===== src/rtl/ahb_master_arbiter_if.sv =====
// Requester valid/done bundle plus the AHB-Lite master port driven by ahb_master_arbiter.
// The master modport is the arbiter's view; the slave modport is the requesters/bus side.
interface ahb_master_arbiter_if #(
   parameter int NREQ = 4
);
   logic [NREQ-1:0]      req_valid;
   logic [NREQ-1:0]      req_write;
   logic [32*NREQ-1:0]   req_addr;
   logic [32*NREQ-1:0]   req_wdata;
   logic [NREQ-1:0]      req_done;
   logic [31:0]          req_rdata;
   logic [1:0]           req_resp;
   logic [2:0]           grant_id;
   logic                 busy;

   logic [1:0]           htrans;
   logic                 hwrite;
   logic [31:0]          haddr;
   logic [31:0]          hwdata;
   logic [2:0]           hsize;
   logic                 hready_in;
   logic [1:0]           hresp;
   logic [31:0]          hrdata;

   modport master (
      input  req_valid, req_write, req_addr, req_wdata, hready_in, hresp, hrdata,
      output req_done, req_rdata, req_resp, grant_id, busy, htrans, hwrite, haddr, hwdata, hsize
   );

   modport slave (
      output req_valid, req_write, req_addr, req_wdata, hready_in, hresp, hrdata,
      input  req_done, req_rdata, req_resp, grant_id, busy, htrans, hwrite, haddr, hwdata, hsize
   );
endinterface


===== src/rtl/ahb_master_arbiter.sv =====
// Round-robin arbiter sharing one AHB-Lite master port between NREQ single-transfer requesters.
// Optional define AHB_ARB_TIMEOUT_EN bounds address- and data-phase waits to TIMEOUT_CYC cycles.
module ahb_master_arbiter #(
   parameter int NREQ        = 4,
   parameter int TIMEOUT_CYC = 256
) (
   input logic                  hclk,
   input logic                  rst_n,
   ahb_master_arbiter_if.master bus
);

   localparam int IW = (NREQ > 1) ? $clog2(NREQ) : 1;

   localparam logic [1:0] HTRANS_IDLE   = 2'b00;
   localparam logic [1:0] HTRANS_NONSEQ = 2'b10;
`ifdef AHB_ARB_TIMEOUT_EN
   localparam logic [1:0]  RESP_ERROR    = 2'b01;
   localparam logic [15:0] TIMEOUT_LAST  = 16'(TIMEOUT_CYC - 1);
`endif

   typedef enum logic [1:0] {IDLE, ADDR, DATA, DONE} state_t;

   if (NREQ < 2 || NREQ > 8 || TIMEOUT_CYC < 1) begin : g_badConfig
      $error("ahb_master_arbiter: NREQ must be 2..8 and TIMEOUT_CYC at least 1");
   end

   state_t          state_q, state_d;
   logic [IW-1:0]   rrPtr_q, rrPtr_d;
   logic [2:0]      grant_q, grant_d;
   logic [31:0]     haddr_q, haddr_d;
   logic [31:0]     wdata_q, wdata_d;
   logic [31:0]     hwdata_q, hwdata_d;
   logic [31:0]     rdata_q, rdata_d;
   logic            hwrite_q, hwrite_d;
   logic            busy_q, busy_d;
   logic [1:0]      htrans_q, htrans_d;
   logic [1:0]      resp_q, resp_d;
   logic [NREQ-1:0] done_q, done_d;
`ifdef AHB_ARB_TIMEOUT_EN
   logic [15:0]     timer_q, timer_d;
`endif

   logic [31:0]     addrArr  [NREQ];
   logic [31:0]     wdataArr [NREQ];
   logic [NREQ-1:0] grantOneHot;
   logic            pickFound;
   logic [IW-1:0]   pickIdx;
   logic [IW:0]     cand;

   for (genvar g = 0; g < NREQ; g++) begin : g_unpack
      assign addrArr[g]  = bus.req_addr[32*g +: 32];
      assign wdataArr[g] = bus.req_wdata[32*g +: 32];
   end

   assign grantOneHot = NREQ'(1) << grant_q;

   // First requesting index at or above the rr pointer, wrapping past NREQ-1.
   always_comb begin
      pickFound = 1'b0;
      pickIdx   = '0;
      cand      = '0;
      for (int k = 0; k < NREQ; k++) begin
         cand = {1'b0, rrPtr_q} + (IW+1)'(k);
         if (cand >= (IW+1)'(NREQ)) cand = cand - (IW+1)'(NREQ);
         if (!pickFound && bus.req_valid[cand[IW-1:0]]) begin
            pickFound = 1'b1;
            pickIdx   = cand[IW-1:0];
         end
      end
   end

   always_comb begin
      state_d  = state_q;
      rrPtr_d  = rrPtr_q;
      grant_d  = grant_q;
      haddr_d  = haddr_q;
      wdata_d  = wdata_q;
      hwdata_d = hwdata_q;
      rdata_d  = rdata_q;
      hwrite_d = hwrite_q;
      busy_d   = busy_q;
      htrans_d = htrans_q;
      resp_d   = resp_q;
      done_d   = '0;
`ifdef AHB_ARB_TIMEOUT_EN
      timer_d  = timer_q;
`endif
      case (state_q)
         IDLE: begin
            if (pickFound) begin
               state_d  = ADDR;
               grant_d  = 3'(pickIdx);
               haddr_d  = addrArr[pickIdx];
               hwrite_d = bus.req_write[pickIdx];
               wdata_d  = wdataArr[pickIdx];
               htrans_d = HTRANS_NONSEQ;
               busy_d   = 1'b1;
`ifdef AHB_ARB_TIMEOUT_EN
               timer_d  = '0;
`endif
            end
         end
         ADDR: begin
            if (bus.hready_in) begin
               state_d  = DATA;
               htrans_d = HTRANS_IDLE;
               hwdata_d = hwrite_q ? wdata_q : '0;
`ifdef AHB_ARB_TIMEOUT_EN
               timer_d  = '0;
            end else if (timer_q == TIMEOUT_LAST) begin
               state_d  = DONE;
               htrans_d = HTRANS_IDLE;
               done_d   = grantOneHot;
               rdata_d  = 32'hDEAD_BEEF;
               resp_d   = RESP_ERROR;
            end else begin
               timer_d  = timer_q + 16'd1;
`endif
            end
         end
         DATA: begin
            // An ERROR response completes only on its second (hready) cycle.
            if (bus.hready_in) begin
               state_d = DONE;
               rdata_d = hwrite_q ? '0 : bus.hrdata;
               resp_d  = bus.hresp;
               done_d  = grantOneHot;
`ifdef AHB_ARB_TIMEOUT_EN
            end else if (timer_q == TIMEOUT_LAST) begin
               state_d = DONE;
               rdata_d = 32'hDEAD_BEEF;
               resp_d  = RESP_ERROR;
               done_d  = grantOneHot;
            end else begin
               timer_d = timer_q + 16'd1;
`endif
            end
         end
         DONE: begin
            state_d = IDLE;
            busy_d  = 1'b0;
            rrPtr_d = (grant_q == 3'(NREQ - 1)) ? '0 : IW'(grant_q + 3'd1);
         end
         default: begin
            state_d = IDLE;
         end
      endcase
   end

   always_ff @(posedge hclk) begin
      if (!rst_n) begin
         state_q  <= IDLE;
         rrPtr_q  <= '0;
         grant_q  <= '0;
         haddr_q  <= '0;
         wdata_q  <= '0;
         hwdata_q <= '0;
         rdata_q  <= '0;
         hwrite_q <= 1'b0;
         busy_q   <= 1'b0;
         htrans_q <= HTRANS_IDLE;
         resp_q   <= '0;
         done_q   <= '0;
`ifdef AHB_ARB_TIMEOUT_EN
         timer_q  <= '0;
`endif
      end else begin
         state_q  <= state_d;
         rrPtr_q  <= rrPtr_d;
         grant_q  <= grant_d;
         haddr_q  <= haddr_d;
         wdata_q  <= wdata_d;
         hwdata_q <= hwdata_d;
         rdata_q  <= rdata_d;
         hwrite_q <= hwrite_d;
         busy_q   <= busy_d;
         htrans_q <= htrans_d;
         resp_q   <= resp_d;
         done_q   <= done_d;
`ifdef AHB_ARB_TIMEOUT_EN
         timer_q  <= timer_d;
`endif
      end
   end

   assign bus.req_done  = done_q;
   assign bus.req_rdata = rdata_q;
   assign bus.req_resp  = resp_q;
   assign bus.grant_id  = grant_q;
   assign bus.busy      = busy_q;
   assign bus.htrans    = htrans_q;
   assign bus.hwrite    = hwrite_q;
   assign bus.haddr     = haddr_q;
   assign bus.hwdata    = hwdata_q;
   assign bus.hsize     = 3'b010;

endmodule

===== src/flat_wrapper.sv =====
// flat-port wrapper written by rule: the top's interface ports become plain ports
module ahb_master_arbiter_flat 
#(
   parameter int NREQ        = 4,
   parameter int TIMEOUT_CYC = 256
)
  (hclk, rst_n, bus_req_valid, bus_req_write, bus_req_addr, bus_req_wdata, bus_hready_in, bus_hresp, bus_hrdata, bus_req_done, bus_req_rdata, bus_req_resp, bus_grant_id, bus_busy, bus_htrans, bus_hwrite, bus_haddr, bus_hwdata, bus_hsize);
  ahb_master_arbiter_if #(.NREQ(NREQ)) bus_i ();
  input logic hclk;
  input logic rst_n;
  input wire logic [$bits(bus_i.req_valid)-1:0] bus_req_valid;
  input wire logic [$bits(bus_i.req_write)-1:0] bus_req_write;
  input wire logic [$bits(bus_i.req_addr)-1:0] bus_req_addr;
  input wire logic [$bits(bus_i.req_wdata)-1:0] bus_req_wdata;
  input wire logic [$bits(bus_i.hready_in)-1:0] bus_hready_in;
  input wire logic [$bits(bus_i.hresp)-1:0] bus_hresp;
  input wire logic [$bits(bus_i.hrdata)-1:0] bus_hrdata;
  output wire logic [$bits(bus_i.req_done)-1:0] bus_req_done;
  output wire logic [$bits(bus_i.req_rdata)-1:0] bus_req_rdata;
  output wire logic [$bits(bus_i.req_resp)-1:0] bus_req_resp;
  output wire logic [$bits(bus_i.grant_id)-1:0] bus_grant_id;
  output wire logic [$bits(bus_i.busy)-1:0] bus_busy;
  output wire logic [$bits(bus_i.htrans)-1:0] bus_htrans;
  output wire logic [$bits(bus_i.hwrite)-1:0] bus_hwrite;
  output wire logic [$bits(bus_i.haddr)-1:0] bus_haddr;
  output wire logic [$bits(bus_i.hwdata)-1:0] bus_hwdata;
  output wire logic [$bits(bus_i.hsize)-1:0] bus_hsize;
  assign bus_i.req_valid = bus_req_valid;
  assign bus_i.req_write = bus_req_write;
  assign bus_i.req_addr = bus_req_addr;
  assign bus_i.req_wdata = bus_req_wdata;
  assign bus_i.hready_in = bus_hready_in;
  assign bus_i.hresp = bus_hresp;
  assign bus_i.hrdata = bus_hrdata;
  assign bus_req_done = bus_i.req_done;
  assign bus_req_rdata = bus_i.req_rdata;
  assign bus_req_resp = bus_i.req_resp;
  assign bus_grant_id = bus_i.grant_id;
  assign bus_busy = bus_i.busy;
  assign bus_htrans = bus_i.htrans;
  assign bus_hwrite = bus_i.hwrite;
  assign bus_haddr = bus_i.haddr;
  assign bus_hwdata = bus_i.hwdata;
  assign bus_hsize = bus_i.hsize;
  ahb_master_arbiter #(.NREQ(NREQ), .TIMEOUT_CYC(TIMEOUT_CYC)) u_core (.hclk(hclk), .rst_n(rst_n), .bus(bus_i));
endmodule

===== config.mk =====
export PLATFORM = sky130hd
export DESIGN_NAME = ahb_master_arbiter_flat
export DESIGN_NICKNAME = d
export VERILOG_FILES = /design/src/rtl/ahb_master_arbiter_if.sv /design/src/rtl/ahb_master_arbiter.sv /design/src/flat_wrapper.sv
export SDC_FILE = /design/constraint.sdc
export NUM_CORES = 1
export LEC_CHECK = 0
export CORE_AREA = 4 4 159 161
export CTS_CLUSTER_SIZE = 10
export DETAILED_ROUTE_END_ITERATION = 7
export DIE_AREA = 0 0 163 165
export HOLD_SLACK_MARGIN = 0.1
export PLACE_DENSITY = 0.65
export REMOVE_ABC_BUFFERS = 1
export SLEW_MARGIN = 10
export SYNTH_ARGS = -nofsm -noshare
export SYNTH_HDL_FRONTEND = slang
export SYNTH_SLANG_ARGS = --single-unit
export TNS_END_PERCENT = 1

===== constraint.sdc =====
create_clock -name hclk -period 1.7 [get_ports hclk]
set_input_delay 0.255 -clock hclk [delete_from_list [all_inputs] [get_ports hclk]]
set_output_delay 0.255 -clock hclk [all_outputs]
set_load 0.02 [all_outputs]

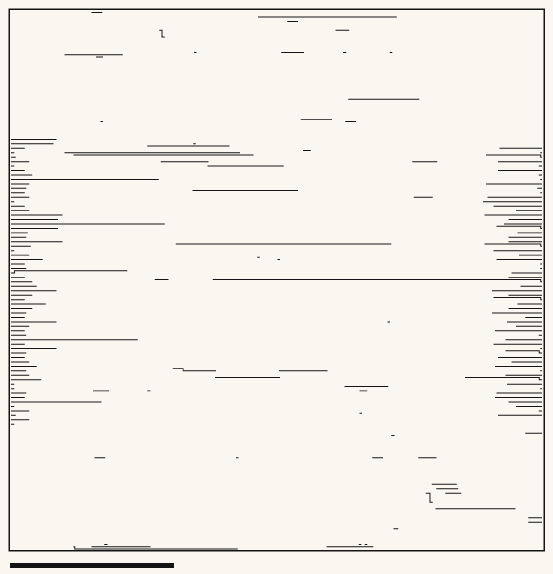
**Above:** run 1 (metal 3).
Bar = 50 um.
wire length on this layer	1,850 um
nets with wire on the layer	159
longest straight run	100 um
total wire length after detailed routing: 27,000 um
vias after detailed routing: 6,663
GR Layer Usage met3: 0.0539

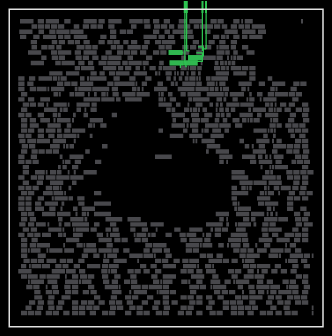
**Above:** run 1 (I/O nets highlighted).
port	color	bits	direction	edge	end cells	buffers	wire
bus_req_done	green	4	output	top	4	4	118 um
number of I/O pins: 413
count of port buffers added during placement: 407

==> Flow_metrics.wiki, run 1 <==
== Flow metrics ==
{| class="wikitable"
! Metric !! Value
|-
| Residual overflow from global routing || 0
|-
| Power density over the cells || 1070 nW/um^2
|-
| Pwr top || combinational cells
|-
| Period minus WS final || roughly 1.7 ns
|-
| CTS HTree Levels || 4
|-
| Sinks on the clock net || roughly 140
|-
| Buffer depth of the longest clock path || 2
|-
| Maximum fanout along the worst path || 31
|-
| CTS Buf Count || 17
|-
| Fin Setup TNS || -0.295 ns
|-
| First-pass detailed-route iteration total || 4
|-
| WP data required || about 2.0 ns
|-
| Violated checks || setup timing
|-
| Vias per std cell || 4.67
|-
| Min-Delay Endpoint || u_core.state_q[0]$_SDFFE_PN0P_
|-
| Number of standard cells after synthesis || 668
|-
| Setup slack of the most critical reg-to-reg path || -0.01 ns
|-
| Largest area contributor in the netlist || dfxtp_1
|-
| Die H || 165 um
|-
| Outcome || complete, but fails checks
|-
| Sequential power || 4380 uW
|-
| List of most frequent post-synthesis cells || dfxtp_1 (143), mux2i_1 (134), nand2_1 (106)
|-
| Crit path capture type || flip-flop
|-
| EDFF count, synth || 0
|-
| Fraction of registers with async set/reset || 0
|-
| Final net count || between 1,000 and 1,500
|-
| Critical register-to-register path startpoint || u_core.rrPtr_q[0]$_SDFFE_PN0P_
|-
| Dominant logic cell types in the final layout || clkdlybuf4s50_1 (389), dfxtp_1 (141), mux2i_1 (128), nand2_1 (106), o221ai_2 (51)
|-
| CTS Hold Buffers Added || 0
|-
| Worst skew pair latency || 0.41 ns
|-
| Finished layout cell area || 12,300 sq um
|-
| Setup Viol. Count Final || 29
|-
| Std-Cell Rows || 57
|-
| Sequential share of the synthesized area || 0.404
|-
| Initial Utilization || 0.295
|-
| Number of antenna violations at the first check in global routing || 1
|-
| Logic gate share of total power || 0.388
|-
| Commonest register cell after synthesis || dfxtp_1
|-
| Final worst-path setup slack || -0.0265 ns
|-
| Switching power share of the total || 0.342
|-
| Peak supply drop || 553 uV
|-
| Flip-flop and latch count after synthesis || 143
|}
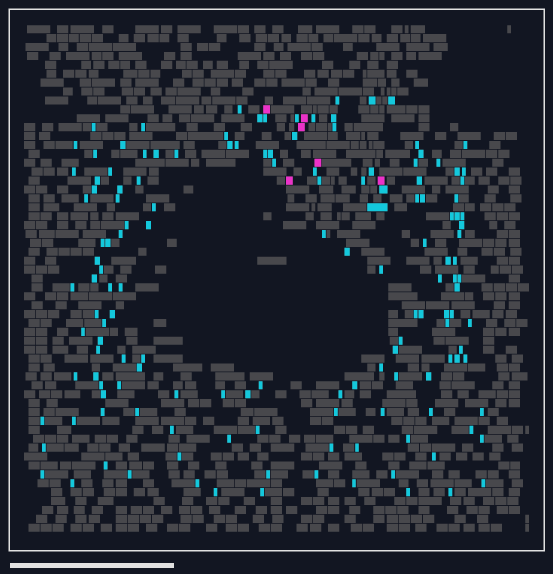
**Above:** run 1 (selected gate families).
Bar = 50 um.
family	color	cells
nand cells	cyan	146
and/or cells	magenta	6
most numerous logic cell after layout: clkdlybuf4s50_1
post-route non-filler standard cell count: 1,426
Comb area share: 0.303

==> run 1: flip-flops by register name, indices dropped and copies added, names as in the netlist <==
| signal | flops |
|---|---|
| u_core.bus.hwrite | 1 |
| u_core.bus.grant_id | 2 |
| u_core.bus.req_rdata | 32 |
| u_core.bus.hwdata | 32 |
| u_core.wdata_q | 32 |
| u_core.bus.haddr | 32 |
| u_core.rrPtr_q | 2 |
| u_core.bus.req_resp | 2 |
| u_core.bus.req_done | 4 |
| u_core.state_q | 2 |
| u_core.bus.htrans | 1 |
| u_core.bus.busy | 1 |
==> run 1: logic make-up after synthesis <==
kind of cell | synth area share
other cells | 0.00106
mux | 0.189
compound gates | 0.214
flops | 0.404
simple gates | 0.105
buf+inv | 0.0756
fa+ha+maj | 0.0106
==> run 1: routing by layer <==
layer,GRT usage,vias to the layer above,routed length [um]
met1,0.233,3120,11100
met2,0.323,205,13400
li1,-,3296,-
met3,0.0539,40,1850
met4,0.0656,2,667
met5,0,-,13
==> run 1: metrics by stage <==
stage,hold slack [ns],util,instances,power [uW]
global route,0.234,0.515,1426,13900
finish,0.235,0.515,1426,13200
global placement,0.446,0.487,1392,9560
detailed placement,0.446,0.487,1392,9590
CTS,0.226,0.511,1424,13300
floorplan,0.377,-,606,6970
==> run 1: critical path, delay by kind of cell <==
kind / cells / cell delay (ns)
buf+inv: 4 / 1.04
compound gates: 1 / 0.15
simple gates: 3 / 0.53
==> run 1: what timing repair did <==
item                                    CTS  global route
endpoints found under the setup margin   72            76
gates cloned                              0             1
gates resized                            11            19
pin swaps                                 0            17
buffers inserted                          0             1
==> run 1: cell type report <==
class,count,area share
Tap cell,324,0.0329
Inverter,5,0.00152
Multi-Input combinational cell,458,0.303
Clock inverter,15,0.0122
Clock buffer,17,0.0345
Sequential cell,143,0.232
Timing Repair Buffer,464,0.384
--- run 2 (diff from run 1) ---
- CTS_CLUSTER_SIZE: 10 -> 8
- clock period: 1.7 -> 1.65 ns (I/O delays scaled with it)
==> Flow_metrics.wiki, run 2 <==
== Flow metrics ==
{| class="wikitable"
! Metric !! Value
|-
| Crit path capture type || flip-flop (unchanged)
|-
| Setup Viol. Count Final || 63 (was 29)
|-
| First-pass detailed-route iteration total || 4 (unchanged)
|-
| Initial Utilization || 0.295 (unchanged)
|-
| Number of antenna violations at the first check in global routing || 0 (was 1)
|-
| CTS HTree Levels || 4 (unchanged)
|-
| EDFF count, synth || 0 (unchanged)
|-
| Period minus WS final || 1.72 ns
|-
| Vias per std cell || 4.67 (about the same)
|-
| Fraction of the mapped netlist area in adder cells || 0.0106 (unchanged)
|-
| Main logic family || AND-OR/OR-AND gates (unchanged)
|-
| Commonest register cell after synthesis || dfxtp_1 (unchanged)
|-
| Worst hold slack || 0.235 ns (about the same)
|-
| Fraction of registers with async set/reset || 0 (unchanged)
|-
| Count of port buffers added during placement || 407 (unchanged)
|-
| Outcome || complete, but fails checks (unchanged)
|-
| Flip-flop and latch count after synthesis || 143 (unchanged)
|-
| List of most frequent post-synthesis cells || dfxtp_1 (143), mux2i_1 (134), nand2_1 (106) (unchanged)
|-
| Sequential share of the synthesized area || 0.404 (unchanged)
|-
| Dominant logic cell types in the final layout || clkdlybuf4s50_1 (303), dfxtp_1 (141), mux2i_1 (111), nand2_1 (106), dlygate4sd2_1 (63) (was clkdlybuf4s50_1 (389), dfxtp_1 (141), mux2i_1 (128), nand2_1 (106), o221ai_2 (51))
|-
| Share of cell area taken by muxes after synthesis || 0.189 (unchanged)
|-
| Fin Setup TNS || -2.16 ns (was -0.295 ns)
|-
| Die H || 165 um (unchanged)
|-
| Std-Cell Rows || 57 (unchanged)
|-
| Violated checks || setup timing (unchanged)
|-
| Setup slack of the most critical reg-to-reg path || -0.05 ns (was -0.01 ns)
|-
| Most numerous logic cell after layout || clkdlybuf4s50_1 (unchanged)
|-
| Number of I/O pins || 413 (unchanged)
|-
| Largest area contributor in the netlist || dfxtp_1 (unchanged)
|-
| Maximum fanout along the worst path || 13 (was 31)
|-
| WP data required || 1.95 ns (was 1.97 ns)
|-
| Design Power || 13,700 uW (was 13,200 uW)
|-
| Finished layout cell area || 12,500 sq um (was 12,300 sq um)
|-
| Final worst-path setup slack || -0.0667 ns (was -0.0265 ns)
|-
| Sinks on the clock net || 143 (unchanged)
|}
[run 2: report_power, final]
group	internal, uW	leakage [uW]	switching, uW
registers	4130	0.00117	367
clock network	2280	0.000286	1710
logic	2600	0.00400	2620
total	9010	0.00545	4700
[run 2: worst min path at each step]
stage	startpoint	end	slack [ns]
global placement	u_core.wdata_q[20]$_SDFFE_PN0P_	u_core.wdata_q[20]$_SDFFE_PN0P_	0.45
floorplan	rst_n	u_core.bus.busy$_SDFFE_PN0P_	0.37
global route	rst_n	u_core.state_q[0]$_SDFFE_PN0P_	0.23
finish	rst_n	u_core.state_q[0]$_SDFFE_PN0P_	0.24
detailed placement	u_core.bus.haddr[30]$_SDFFE_PN0P_	u_core.bus.haddr[30]$_SDFFE_PN0P_	0.44
CTS	rst_n	u_core.state_q[0]$_SDFFE_PN0P_	0.21
[run 2: area by class of cell]
cell class / instances / area (sq um)
clock buffers: 17 / 425
clock inverters: 15 / 171
fillers: 2216 / 11400
inverters: 5 / 18.8
multi-input cells: 458 / 3870
flip-flops and latches: 143 / 2870
well taps: 324 / 405
repair buffers: 465 / 4770
[run 2: per-layer routing]
layer / vias to the layer above / wire length [um] / track usage
met2: 209 / 13600 / 0.328
met3: 32 / 1720 / 0.0579
li1: 3304 / - / -
met4: 0 / 534 / 0.0492
met5: - / 0 / 0
met1: 3112 / 11400 / 0.235
[run 2: critical path, stage by stage]
cell,delay (ns)
clkdlybuf4s50_1,0.54
inv_2,0.05
a22o_1,0.19
a221oi_2,0.28
nand3b_1,0.21
buf_6,0.19
buf_12,0.18
o221ai_2,0.10
[run 2: repair_timing]
item | in CTS | in global routing
hold buffers | 0 | 0
hold endpoints to repair | 0 | 0
gates cloned | 1 | 0
buffers inserted | 0 | 1
endpoints found under the setup margin | 128 | 138
gates resized | 81 | 69
pin swaps | 41 | 6
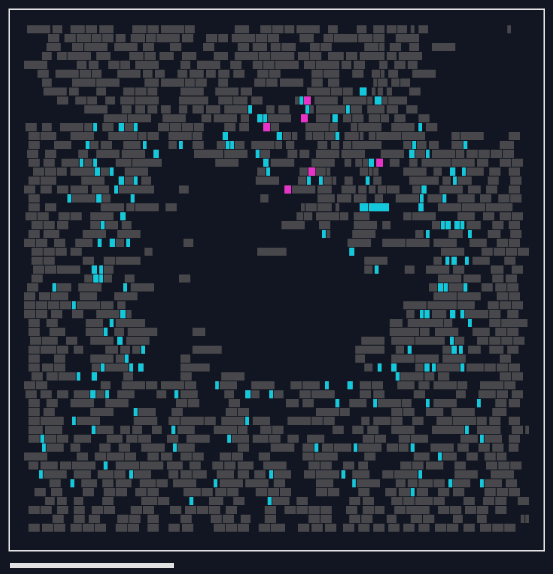
**Above:** run 2 (selected gate families).
Bar = 50 um.
family	color	cells
and/or cells	magenta	6
nand cells	cyan	146
Comb area share: 0.309
post-route non-filler standard cell count: 1,427

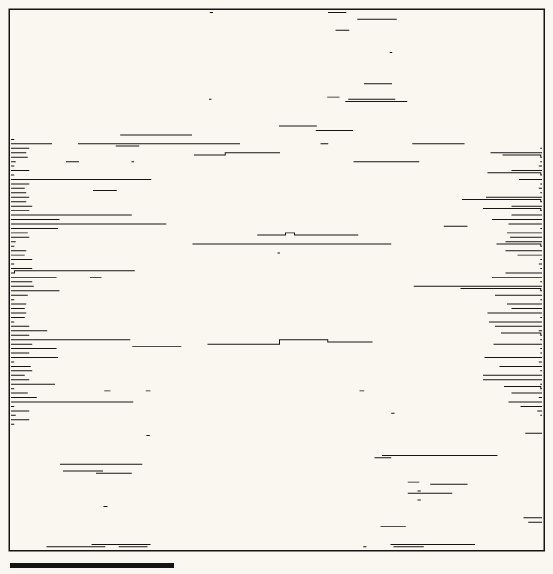
**Above:** run 2 (metal 3).
Bar = 50 um.
wire length on this layer	1,720 um
main direction	horizontal

--- run 3 (diff from run 2) ---
- CAP_MARGIN: not set -> 20
- GPL_TIMING_DRIVEN: not set -> 0
==> Flow_metrics.wiki, run 3 <==
== Flow metrics ==
{| class="wikitable"
! Metric !! Value
|-
| Sinks on the clock net || 143 (unchanged)
|-
| Dominant logic cell types in the final layout || clkdlybuf4s50_1 (302), dfxtp_1 (138), nand2_1 (105), mux2i_1 (91), dlygate4sd2_1 (67) (was clkdlybuf4s50_1 (303), dfxtp_1 (141), mux2i_1 (111), nand2_1 (106), dlygate4sd2_1 (63))
|-
| CTS Buf Count || 17 (unchanged)
|-
| Buffer depth of the longest clock path || 2 (unchanged)
|-
| Hold Startpoint || rst_n (unchanged)
|-
| Fraction of registers with async set/reset || 0 (unchanged)
|-
| Most numerous logic cell after layout || clkdlybuf4s50_1 (unchanged)
|-
| Commonest register cell after synthesis || dfxtp_1 (unchanged)
|-
| Clk pwr || 3890 uW (was 3990 uW)
|-
| Die H || 165 um (unchanged)
|-
| Outcome || complete, but fails checks (unchanged)
|-
| Net Switching || 4980 uW (was 4700 uW)
|-
| Vias after detailed routing || 6,819 (was 6,657)
|-
| CTS Hold Buffers Added || 0 (unchanged)
|-
| Std-Cell Rows || 57 (unchanged)
|-
| Finished layout cell area || 13,100 sq um (was 12,500 sq um)
|-
| Maximum fanout along the worst path || 6 (was 13)
|-
| Number of standard cells after synthesis || 668 (unchanged)
|-
| Number of antenna violations at the first check in global routing || 1 (was 0)
|-
| Sequential power || 4530 uW (was 4500 uW)
|-
| Initial Utilization || 0.295 (unchanged)
|-
| EDFF count, synth || 0 (unchanged)
|-
| Logic gate share of total power || 0.412 (was 0.381)
|-
| Total wire length after detailed routing || 28,600 um (was 27,200 um)
|-
| WP data required || 1.93 ns (was 1.95 ns)
|-
| First-pass detailed-route iteration total || 4 (unchanged)
|-
| Residual overflow from global routing || 0 (unchanged)
|-
| Internal power || 9340 uW (was 9010 uW)
|-
| Final core occ || 0.548 (was 0.523)
|-
| Violated checks || setup timing (unchanged)
|-
| CTS HTree Levels || 4 (unchanged)
|-
| Logic area || 4170 sq um (was 3870 sq um)
|-
| Setup Viol. Count Final || 66 (was 63)
|-
| Sequential share of the synthesized area || 0.404 (unchanged)
|-
| Final worst-path setup slack || -0.214 ns (was -0.0667 ns)
|}
[run 3: cell counts after synthesis]
No cell type changed its count.
[run 3: area by class of cell]
class,count,share of cell area
Timing Repair Buffer,467,0.386
Multi-Input combinational cell,460,0.317
Sequential cell,143,0.219
Clock buffer,17,0.0324
Tap cell,324,0.0309
Clock inverter,15,0.0128
Inverter,5,0.00143
[run 3: logic make-up (layout without fill, tap and decap cells)]
kind of cell	Yosys count	count (layout)	share of synthesized area
adder cells (fa/ha/maj)	6	6	0.0106
buffers and inverters	70	504	0.0756
AND-OR/OR-AND	143	143	0.214
AND/OR/NAND/NOR	170	172	0.105
other	2	5	0.00106
multiplexers	134	134	0.189
flip-flops	143	143	0.404
[run 3: routing by layer]
layer	wire, um	track usage	share of wire	up-vias
li1	-	-	-	3317
met1	11800	0.242	0.41	3260
met2	14700	0.344	0.51	209
met3	1630	0.0512	0.057	31
met4	428	0.0560	0.015	2
met5	7	0	0.00024	-
[run 3: metrics by stage]
step	total power, uW	hold WS [ns]	setup TNS (ns)	cells
2_1_floorplan	7180	0.369	-334.78	606
3_3_place_gp	9210	0.445	-606.49	1337
3_5_place_dp	9650	0.445	-96.26	1356
4_1_cts	14300	0.276	-13.25	1422
5_1_grt	15000	0.299	-18.71	1431
6_report	14300	0.310	-11.06	1431
[run 3: what timing repair did]
item	CTS	global route
endpoints found under the setup margin	196	160
pin swaps	27	29
setup buffers	28	6
hold endpoints to repair	0	0
gates cloned	7	4
gates resized	136	86
[run 3: worst max-delay path, cell delays in order, from the launching register on]
cell      delay [ns]
dfxtp_2         0.35
inv_2           0.05
a22o_1          0.23
a221oi_4        0.26
buf_12          0.14
nand3b_1        0.16
buf_6           0.14
buf_12          0.11
buf_12          0.10
buf_12          0.11
o221ai_2        0.09
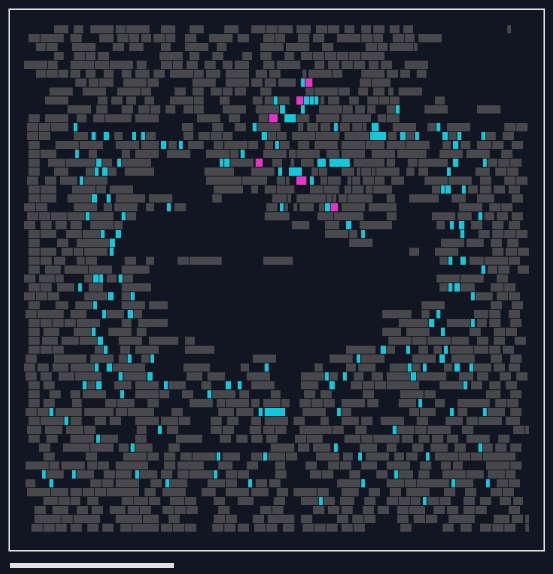
**Above:** run 3 (selected gate families).
Bar = 50 um.
family	color	cells
and/or cells	magenta	6
nand cells	cyan	147

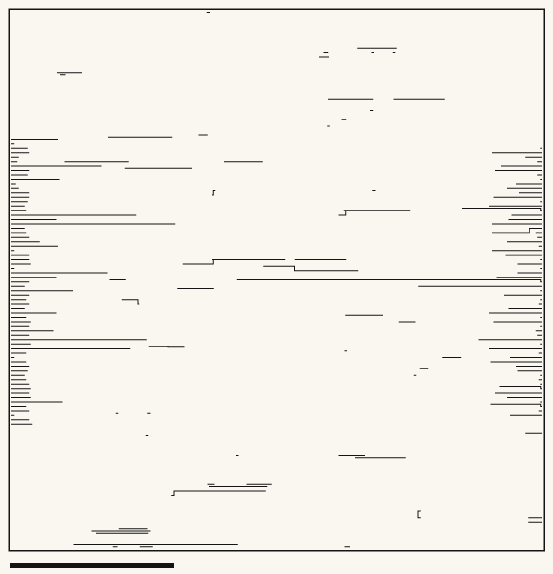
**Above:** run 3 (metal 3).
Bar = 50 um.
nets with wire on the layer	159
wire length on this layer	1,630 um
main direction	horizontal
share of all routed wire	5.7%

No activity file was given, so power comes from the tool's default toggle rates.
